--- src/rtl/trig_scheduler.sv ---
// trig_scheduler: trigger emulator, readout req/ack sequencer and per-cycle trigger accounting.
// Define TRIG_TIMESTAMP_EN to add rd_ts, a 32-bit clk timestamp of each accepted trigger.
module trig_scheduler #(
    parameter int EMU_WIDTH   = 8,
    parameter int CYCLE_WIDTH = 240,
    parameter int ACK_TIMEOUT = 1023,
    parameter int CNTW        = 16
) (
    input  logic            clk,
    input  logic            reset,
    input  logic            emu_en,
    input  logic [15:0]     emu_period,
    input  logic [7:0]      emu_burst,
    output logic            trigemu,
    input  logic            trigpulse,
    input  logic            cyclebegin,
    input  logic            cycleend,
    output logic            rd_req,
    input  logic            rd_ack,
    output logic [CNTW-1:0] rd_trignum,
    output logic            busy,
    output logic [CNTW-1:0] cyc_acc,
    output logic [CNTW-1:0] cyc_lost,
    output logic            cyc_valid,
    output logic            ack_err
`ifdef TRIG_TIMESTAMP_EN
   ,output logic [31:0]     rd_ts
`endif
);

    localparam logic [15:0]    MIN_PERIOD = 16'(EMU_WIDTH + 2);
    localparam logic [15:0]    SHORT_LAST = 16'(EMU_WIDTH - 1);
    localparam logic [15:0]    LONG_LAST  = 16'(CYCLE_WIDTH - 1);
    localparam int             TOW        = $clog2(ACK_TIMEOUT + 1);
    localparam logic [TOW-1:0] TO_LAST    = TOW'(ACK_TIMEOUT - 1);

    typedef enum logic [1:0] {E_IDLE, E_SHORT, E_GAP, E_LONG} emu_state_t;
    typedef enum logic {R_IDLE, R_REQ} rd_state_t;

    emu_state_t emu_st;
    rd_state_t  rd_st;

    logic [15:0] period_eff;
    logic [15:0] period_cnt;
    logic [15:0] per_l;
    logic [15:0] width_cnt;
    logic [7:0]  burst_cnt;
    logic [7:0]  burst_l;

    logic [CNTW-1:0] acc_cnt;
    logic [CNTW-1:0] lost_cnt;
    logic [CNTW-1:0] acc_base;
    logic [CNTW-1:0] lost_base;
    logic [CNTW-1:0] acc_next;
    logic [CNTW-1:0] lost_next;
    logic            accept;
    logic            lose;
    logic [TOW-1:0]  to_cnt;

    assign period_eff = (emu_period < MIN_PERIOD) ? MIN_PERIOD : emu_period;

    // The period counter runs from the start of each short pulse, so it keeps
    // counting through SHORT and expires at the last GAP clk.
    always_ff @(posedge clk) begin
        if (reset) begin
            emu_st     <= E_IDLE;
            trigemu    <= 1'b0;
            period_cnt <= '0;
            per_l      <= '0;
            width_cnt  <= '0;
            burst_cnt  <= '0;
            burst_l    <= '0;
        end else begin
            case (emu_st)
                E_IDLE: begin
                    trigemu <= 1'b0;
                    if (emu_en) begin
                        emu_st     <= E_SHORT;
                        trigemu    <= 1'b1;
                        width_cnt  <= SHORT_LAST;
                        period_cnt <= period_eff - 16'd1;
                        burst_cnt  <= '0;
                        burst_l    <= emu_burst;
                    end
                end
                E_SHORT: begin
                    period_cnt <= period_cnt - 16'd1;
                    if (width_cnt == 16'd0) begin
                        trigemu   <= 1'b0;
                        burst_cnt <= burst_cnt + 8'd1;
                        emu_st    <= emu_en ? E_GAP : E_IDLE;
                    end else begin
                        width_cnt <= width_cnt - 16'd1;
                    end
                end
                E_GAP: begin
                    if (!emu_en) begin
                        emu_st <= E_IDLE;
                    end else if (period_cnt == 16'd0) begin
                        trigemu <= 1'b1;
                        burst_l <= emu_burst;
                        if (burst_l != 8'd0 && burst_cnt == burst_l) begin
                            emu_st    <= E_LONG;
                            width_cnt <= LONG_LAST;
                            per_l     <= period_eff;
                        end else begin
                            emu_st     <= E_SHORT;
                            width_cnt  <= SHORT_LAST;
                            period_cnt <= period_eff - 16'd1;
                        end
                    end else begin
                        period_cnt <= period_cnt - 16'd1;
                    end
                end
                E_LONG: begin
                    if (width_cnt == 16'd0) begin
                        trigemu    <= 1'b0;
                        burst_cnt  <= '0;
                        period_cnt <= per_l - 16'd1;
                        emu_st     <= emu_en ? E_GAP : E_IDLE;
                    end else begin
                        width_cnt <= width_cnt - 16'd1;
                    end
                end
                default: emu_st <= E_IDLE;
            endcase
        end
    end

    // cyclebegin clears before a same-clk trigger is counted, so that trigger
    // becomes number 0 of the new cycle.
    always_comb begin
        accept    = trigpulse && (rd_st == R_IDLE);
        lose      = trigpulse && (rd_st == R_REQ);
        acc_base  = cyclebegin ? '0 : acc_cnt;
        lost_base = cyclebegin ? '0 : lost_cnt;
        acc_next  = (accept && acc_base != '1) ? acc_base + CNTW'(1) : acc_base;
        lost_next = (lose && lost_base != '1) ? lost_base + CNTW'(1) : lost_base;
    end

    always_ff @(posedge clk) begin
        if (reset) begin
            rd_st      <= R_IDLE;
            rd_req     <= 1'b0;
            busy       <= 1'b0;
            rd_trignum <= '0;
            to_cnt     <= '0;
            ack_err    <= 1'b0;
            acc_cnt    <= '0;
            lost_cnt   <= '0;
            cyc_acc    <= '0;
            cyc_lost   <= '0;
            cyc_valid  <= 1'b0;
        end else begin
            acc_cnt   <= acc_next;
            lost_cnt  <= lost_next;
            cyc_valid <= cycleend;
            if (cycleend) begin
                cyc_acc  <= acc_next;
                cyc_lost <= lost_next;
            end
            case (rd_st)
                R_IDLE: begin
                    if (trigpulse) begin
                        rd_st      <= R_REQ;
                        rd_req     <= 1'b1;
                        busy       <= 1'b1;
                        rd_trignum <= acc_base;
                        to_cnt     <= '0;
                    end
                end
                R_REQ: begin
                    if (rd_ack) begin
                        rd_st  <= R_IDLE;
                        rd_req <= 1'b0;
                        busy   <= 1'b0;
                    end else if (to_cnt == TO_LAST) begin
                        rd_st   <= R_IDLE;
                        rd_req  <= 1'b0;
                        busy    <= 1'b0;
                        ack_err <= 1'b1;
                    end else begin
                        to_cnt <= to_cnt + TOW'(1);
                    end
                end
                default: rd_st <= R_IDLE;
            endcase
        end
    end

`ifdef TRIG_TIMESTAMP_EN
    logic [31:0] ts_cnt;

    always_ff @(posedge clk) begin
        if (reset) begin
            ts_cnt <= '0;
            rd_ts  <= '0;
        end else begin
            ts_cnt <= ts_cnt + 32'd1;
            if (accept)
                rd_ts <= ts_cnt;
        end
    end
`endif

endmodule

--- config.mk ---
export PLATFORM = sky130hd
export DESIGN_NAME = trig_scheduler
export DESIGN_NICKNAME = d
export VERILOG_FILES = /design/src/rtl/trig_scheduler.sv
export SDC_FILE = /design/constraint.sdc
export NUM_CORES = 1
export LEC_CHECK = 0
export CAP_MARGIN = 20
export CORE_MARGIN = 4
export CORE_UTILIZATION = 40
export CTS_CLUSTER_DIAMETER = 40
export DETAILED_ROUTE_END_ITERATION = 8
export PLACE_DENSITY = 0.56
export REMOVE_ABC_BUFFERS = 1
export SETUP_SLACK_MARGIN = 0.05
export SYNTH_ARGS = -nofsm -noshare
export SYNTH_HDL_FRONTEND = slang
export SYNTH_SLANG_ARGS = --single-unit
--- constraint.sdc ---
create_clock -name clk -period 8.5 [get_ports clk]
set_input_delay 0.85 -clock clk [delete_from_list [all_inputs] [get_ports clk]]
set_output_delay 0.85 -clock clk [all_outputs]
set_load 0.02 [all_outputs]
Fig. 1: run 1, nets reached from selected ports
Bar = 50 um.
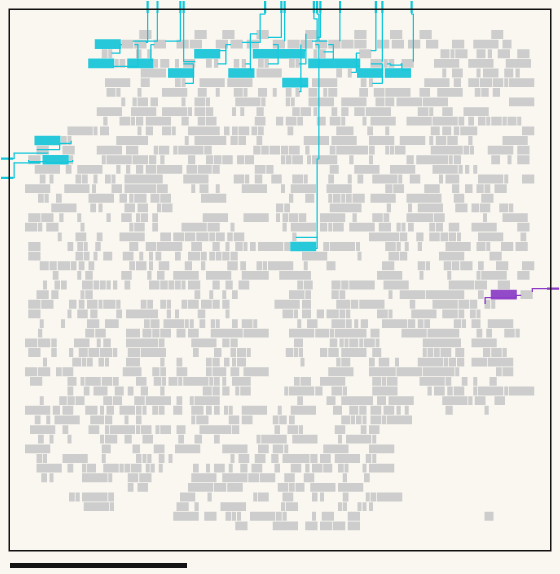
ack_err: in purple, bits 1, direction output, edge right, end cells 1, buffers 1, wire 18.2 um. rd_trignum: in cyan, bits 16, direction output, edge 14 top, 2 left, end cells 16, buffers 16, wire 417 um.

Fig. 2: run 1, signal wires on met3
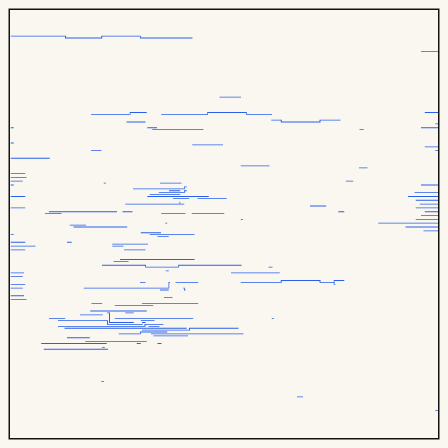
The longest straight run is 43.2 um. The layer holds 5.7% of the routed length.

Fig. 3: run 1, ports around the boundary
Pins as bars across the die edge, other pins in gray.
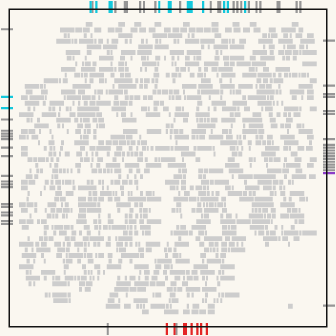
ack_err: in purple, pins 1, direction output, edge right. rd_trignum: in cyan, pins 16, direction output, edge 14 top, 2 left. emu_burst: in red, pins 8, direction input, edge bottom.

==> deck_impl_summary.md, run 1 <==
Run Summary

Worst setup path
  • CP max stage cell: clkdlybuf4s50_1
  • Crit path launch type: primary input
  • Worst stage delay on the critical path: 510 ps
  • Worst path required time: 8840 ps
  • CP arrival: 3920 ps

Clocking
  • H-tree depth: 4
  • Latency at later pin: 430 ps
  • Clock sink count: 161
  • CTS Root Cell: clkbuf_16
  • CTS max path bufs: 2

Global route
  • GR Util met3: 0.04090
  • Gr ovfl total: 0
  • Met2 Use GR: 0.3046
  • GRT Total Usage: 0.1914

Power
  • Cell Int Power: 1.434 mW
  • Power per cell area: 209.7 nW/um2
  • Largest power group: registers

Layout
  • Seq area share: 0.3239
  • Area grow syn2layout: 19.27%
  • Clkbuf count: 18
  • Number of antenna diodes: 0
  • Largest cell class: multi-input combinational cells
  • Comb area share: 0.4823
  • Nets: 1,110
  • Number of logic gates: 777

Synthesis
  • Synth unique cells: 87
  • MUX area fraction: 0.01245
  • Top cells by count: 161 x dfxtp_1, 124 x nand2_1, 123 x nor2_1
  • Top area contributor share: 0.3863
  • Synth Instances: 1,013
  • Synth Register Bits: 161
  • Yosys adder share: 0.01350

Final timing
  • Max-slew violation count: 0
  • Final setup TNS: 0 ps
  • Unrepaired setup endpoints after global routing: no
  • Highest clock rate: 279.0 MHz
  • Final hold vios: 0

Status
  • Status: complete, no violations

Floorplanning
  • Die Y: 152.4 um
  • Well Taps: 270
  • Core Area: 20,360 um2

Placement
  • Cell count after placement: 1,320

Job
  • Max-cap viol count: 0
  • Tool warnings: 26

Worst hold path
  • HP Class: reg2reg

Detailed routing
  • Via count: 7,466
## run 1: tightest hold or removal path: cells and delay by family (launching register included)
| kind | cells | cell delay, ps |
|---|---|---|
| flip-flops | 1 | 310 |
| AND/OR/NAND/NOR | 1 | 50 |
| AND-OR/OR-AND | 1 | 50 |
## run 1: sequential cells by signal, summed over array words and instances (netlist names)
| signal | count |
|---|---|
| acc_cnt | 16 |
| ack_err | 1 |
| burst_cnt | 8 |
| burst_l | 8 |
| busy | 1 |
| cyc_acc | 16 |
| cyc_lost | 16 |
| cyc_valid | 1 |
| emu_st | 2 |
| lost_cnt | 16 |
| per_l | 16 |
| period_cnt | 16 |
| rd_st | 1 |
| rd_trignum | 16 |
| to_cnt | 10 |
| trigemu | 1 |
| width_cnt | 16 |
==> run 2, diff against run 1 <==
--- a/config.mk
+++ b/config.mk
@@ -10,7 +10,7 @@
 export CORE_UTILIZATION = 40
 export CTS_CLUSTER_DIAMETER = 40
 export DETAILED_ROUTE_END_ITERATION = 8
-export PLACE_DENSITY = 0.56
+export PLACE_DENSITY = 0.59
 export REMOVE_ABC_BUFFERS = 1
 export SETUP_SLACK_MARGIN = 0.05
 export SYNTH_ARGS = -nofsm -noshare
==> constraint.sdc (replaced) <==
create_clock -name clk -period 3.04 [get_ports clk]
set_input_delay 0.304 -clock clk [delete_from_list [all_inputs] [get_ports clk]]
set_output_delay 0.304 -clock clk [all_outputs]
set_load 0.02 [all_outputs]
Fig. 4: run 2, signal wires on met3
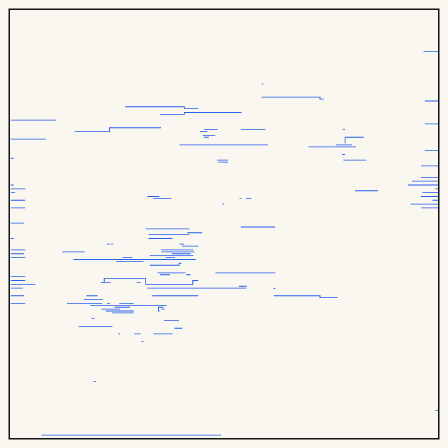
84 nets have wire on it. The longest straight run is 63.7 um.
WL final: 22.76 mm
GR Util met3: 0.03806

Fig. 5: run 2, signal wires by layer
Only two layers are drawn.
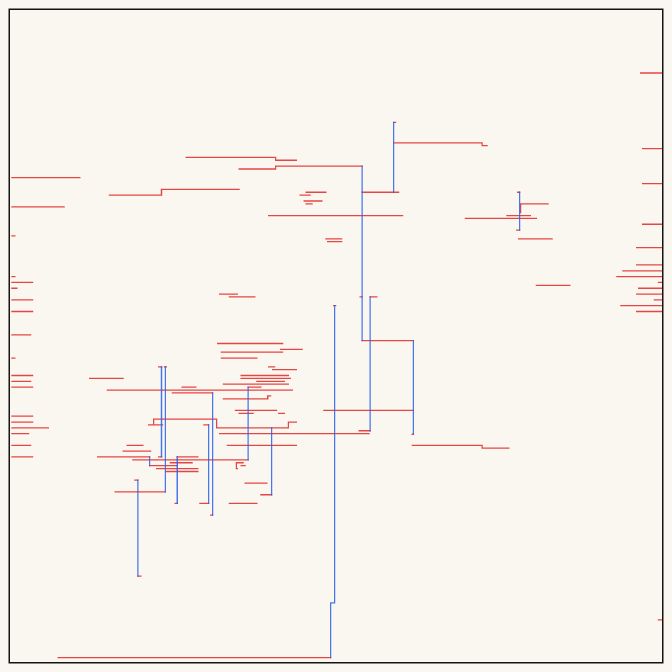
M3: in red, wire length 923 um. M4: in blue, wire length 367 um.
via count: 7,634
GRT Total Usage: 0.1932
per-cell routed wire length: 16.23 um

==> deck_impl_summary.md, run 2 <==
Run Summary

Job
  • Tool warnings: 26 (unchanged)
  • Max-cap viol count: 0 (unchanged)

Power
  • Cell Int Power: 3.898 mW (was 1.434 mW)
  • Power per cell area: 556.3 nW/um2 (was 209.7 nW/um2)

Floorplanning
  • Top Ports: 84 (unchanged)
  • Die Y: 152.4 um (unchanged)
  • Core Area: 20,360 um2 (unchanged)

Status
  • Status: complete, no violations (unchanged)

Layout
  • Nets: 1,160 (was 1,110)
  • Seq area share: 0.3135 (was 0.3239)

Worst setup path
  • CP max stage cell: o21ai_0 (was clkdlybuf4s50_1)
  • Worst stage delay on the critical path: 610 ps (was 510 ps)
  • Crit path launch type: flop (was primary input)
  • CP arrival: 3060 ps (was 3920 ps)
  • Worst path required time: 3350 ps (was 8840 ps)

Synthesis
  • Synth Register Bits: 161 (unchanged)
  • Synth Instances: 1,013 (unchanged)
  • Top area contributor share: 0.3863 (unchanged)

Clocking
  • H-tree depth: 4 (unchanged)
  • Latency at later pin: 430 ps (about the same)
  • CTS Root Cell: clkbuf_16 (unchanged)
  • CTS max path bufs: 2 (unchanged)
  • Clock sink count: 161 (unchanged)

Final timing
  • Max-slew violation count: 0 (unchanged)
  • Unrepaired setup endpoints after global routing: no (unchanged)
  • Final hold vios: 0 (unchanged)
  • Highest clock rate: 364.5 MHz

Global route
  • Gr ovfl total: 0 (unchanged)
  • Met2 Use GR: 0.3211 (was 0.3046)

Placement
  • Post-DP HPWL: 16.47 mm (was 15.82 mm)

Worst hold path
  • HP Class: in2reg (was reg2reg)
[run 2: power by group through the flow]
stage          logic [mW]  clock network [mW]  registers [mW]
5_1_grt              1.34                2.28            2.37
2_1_floorplan       0.750                   0            2.40
3_5_place_dp         1.19                   0            2.40
6_report             1.21                2.15            2.36
3_3_place_gp         1.19                   0            2.40
4_1_cts              1.20                2.21            2.35
[run 2: cell families after synthesis]
logic type | count (synthesis) | synth area share
simple gates | 462 | 0.2909
compound gates | 214 | 0.1723
flops | 161 | 0.3863
xor+xnor | 82 | 0.08607
buf+inv | 75 | 0.03854
mux | 10 | 0.01245
fa+ha+maj | 9 | 0.01350
[run 2: metal layers]
metal,share of wire,vias up
met5,0,-
met1,0.48,3565
li1,-,3865
met4,0.016,0
met3,0.041,35
met2,0.47,169
==> run 3, diff against run 2 <==
--- a/config.mk
+++ b/config.mk
@@ -10,7 +10,7 @@
 export CORE_UTILIZATION = 40
 export CTS_CLUSTER_DIAMETER = 40
 export DETAILED_ROUTE_END_ITERATION = 8
-export PLACE_DENSITY = 0.59
+export PLACE_DENSITY = 0.56
 export REMOVE_ABC_BUFFERS = 1
 export SETUP_SLACK_MARGIN = 0.05
 export SYNTH_ARGS = -nofsm -noshare
==> constraint.sdc (replaced) <==
create_clock -name clk -period 3.14 [get_ports clk]
set_input_delay 0.314 -clock clk [delete_from_list [all_inputs] [get_ports clk]]
set_output_delay 0.314 -clock clk [all_outputs]
set_load 0.02 [all_outputs]
Fig. 6: run 3, routing congestion map
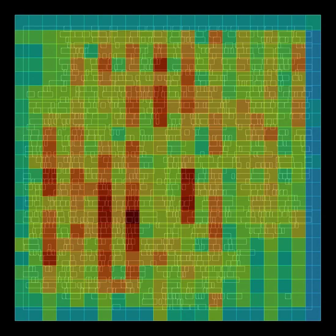
Core Util, Final: 0.5012
per-cell routed wire length: 16.25 um

Fig. 7: run 3, nets reached from selected ports
Bar = 50 um.
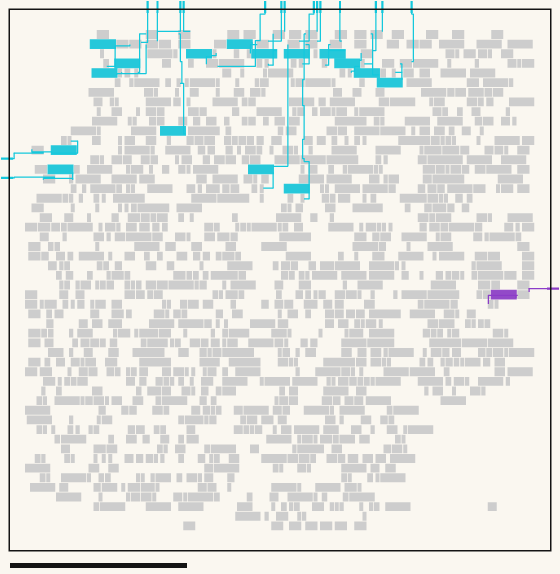
ack_err: in purple, bits 1, direction output, edge right, end cells 1, buffers 1, wire 17.9 um. rd_trignum: in cyan, bits 16, direction output, edge 14 top, 2 left, end cells 16, buffers 16, wire 449 um.

==> deck_impl_summary.md, run 3 <==
Run Summary

Layout
  • Largest cell class: multi-input combinational cells (unchanged)
  • Number of antenna diodes: 0 (unchanged)
  • Clkbuf count: 18 (unchanged)
  • Number of logic gates: 777 (unchanged)
  • Nets: 1,151 (was 1,160)
  • Area grow syn2layout: 22.33% (was 23.21%)
  • Comb area share: 0.4702 (was 0.4668)

Worst hold path
  • HP Class: in2reg (unchanged)

Status
  • Status: complete, no violations (unchanged)

Power
  • Largest power group: registers (unchanged)
  • Combinational cell power: 1.19 mW (was 1.21 mW)
  • Cell Int Power: 3.712 mW (was 3.898 mW)
  • Power in the clock group: 2.04 mW (was 2.15 mW)
  • Power per cell area: 539.0 nW/um2 (was 556.3 nW/um2)

Global route
  • Gr ovfl total: 0 (unchanged)
  • GRT Total Usage: 0.1941 (was 0.1932)

Floorplanning
  • Die Y: 152.4 um (unchanged)
  • Core Area: 20,360 um2 (unchanged)
  • Well Taps: 270 (unchanged)
  • Top Ports: 84 (unchanged)

Job
  • Tool warnings: 26 (unchanged)
  • Max-cap viol count: 0 (unchanged)

Worst setup path
  • CP arrival: 3060 ps (about the same)
  • Worst path required time: 3450 ps (was 3350 ps)
  • Crit path launch type: flop (unchanged)
  • CP max stage cell: o21ai_1 (was o21ai_0)

Clocking
  • Latency at later pin: 420 ps (was 430 ps)
  • Clock sink count: 161 (unchanged)
  • CTS Root Cell: clkbuf_16 (unchanged)
  • CTS max path bufs: 2 (unchanged)

Synthesis
  • Post-synthesis compound-gate area fraction: 0.1723 (unchanged)
  • Simple Share, Synth: 0.2909 (unchanged)
  • Synth Area in XOR/XNOR: 0.08607 (unchanged)
  • Top area contributor share: 0.3863 (unchanged)
  • Top cells by count: 161 x dfxtp_1, 124 x nand2_1, 123 x nor2_1 (unchanged)
  • Yosys adder share: 0.01350 (unchanged)
  • MUX area fraction: 0.01245 (unchanged)
  • Synth logic family: simple AND/OR/NAND/NOR gates (unchanged)
  • Synth Instances: 1,013 (unchanged)

Detailed routing
  • Highest routed layer: met4 (unchanged)
  • WL final: 22.66 mm (was 22.76 mm)
  • DR WL met2: 10.58 mm (was 10.63 mm)
  • M1 WL: 11.00 mm (was 10.83 mm)

Final timing
  • Highest clock rate: 364.1 MHz (was 364.5 MHz)
  • Unrepaired setup endpoints after global routing: no (unchanged)
  • Final setup TNS: 0 ps (unchanged)
  • Final hold vios: 0 (unchanged)
  • Max-slew violation count: 0 (unchanged)
==> run 3: how the worst min path moves through the flow <==
stage	start	end	slack [ps]	cells past startpoint
final	cycleend	cyc_lost[6]	290	2
after global routing	cycleend	cyc_lost[6]	290	2
after CTS	cycleend	cyc_lost[6]	280	2
after detailed placement	rd_trignum[12]	rd_trignum[12]	450	2
after global placement	rd_trignum[12]	rd_trignum[12]	440	2
after floorplan	reset	period_cnt[2]	380	1
==> run 3: layer usage <==
layer / global-route usage / vias to the layer above
met5: 0 / -
met4: 0.04328 / 0
met3: 0.03834 / 24
met2: 0.3194 / 173
met1: 0.2653 / 3547
li1: - / 3840
==> run 3: kinds of logic after synthesis <==
kind of cell / after synthesis
simple gates: 462
compound gates: 214
flops: 161
xor+xnor: 82
buf+inv: 75
mux: 10
fa+ha+maj: 9
Power figures rest on the tool's default switching activity, not on a simulated workload.
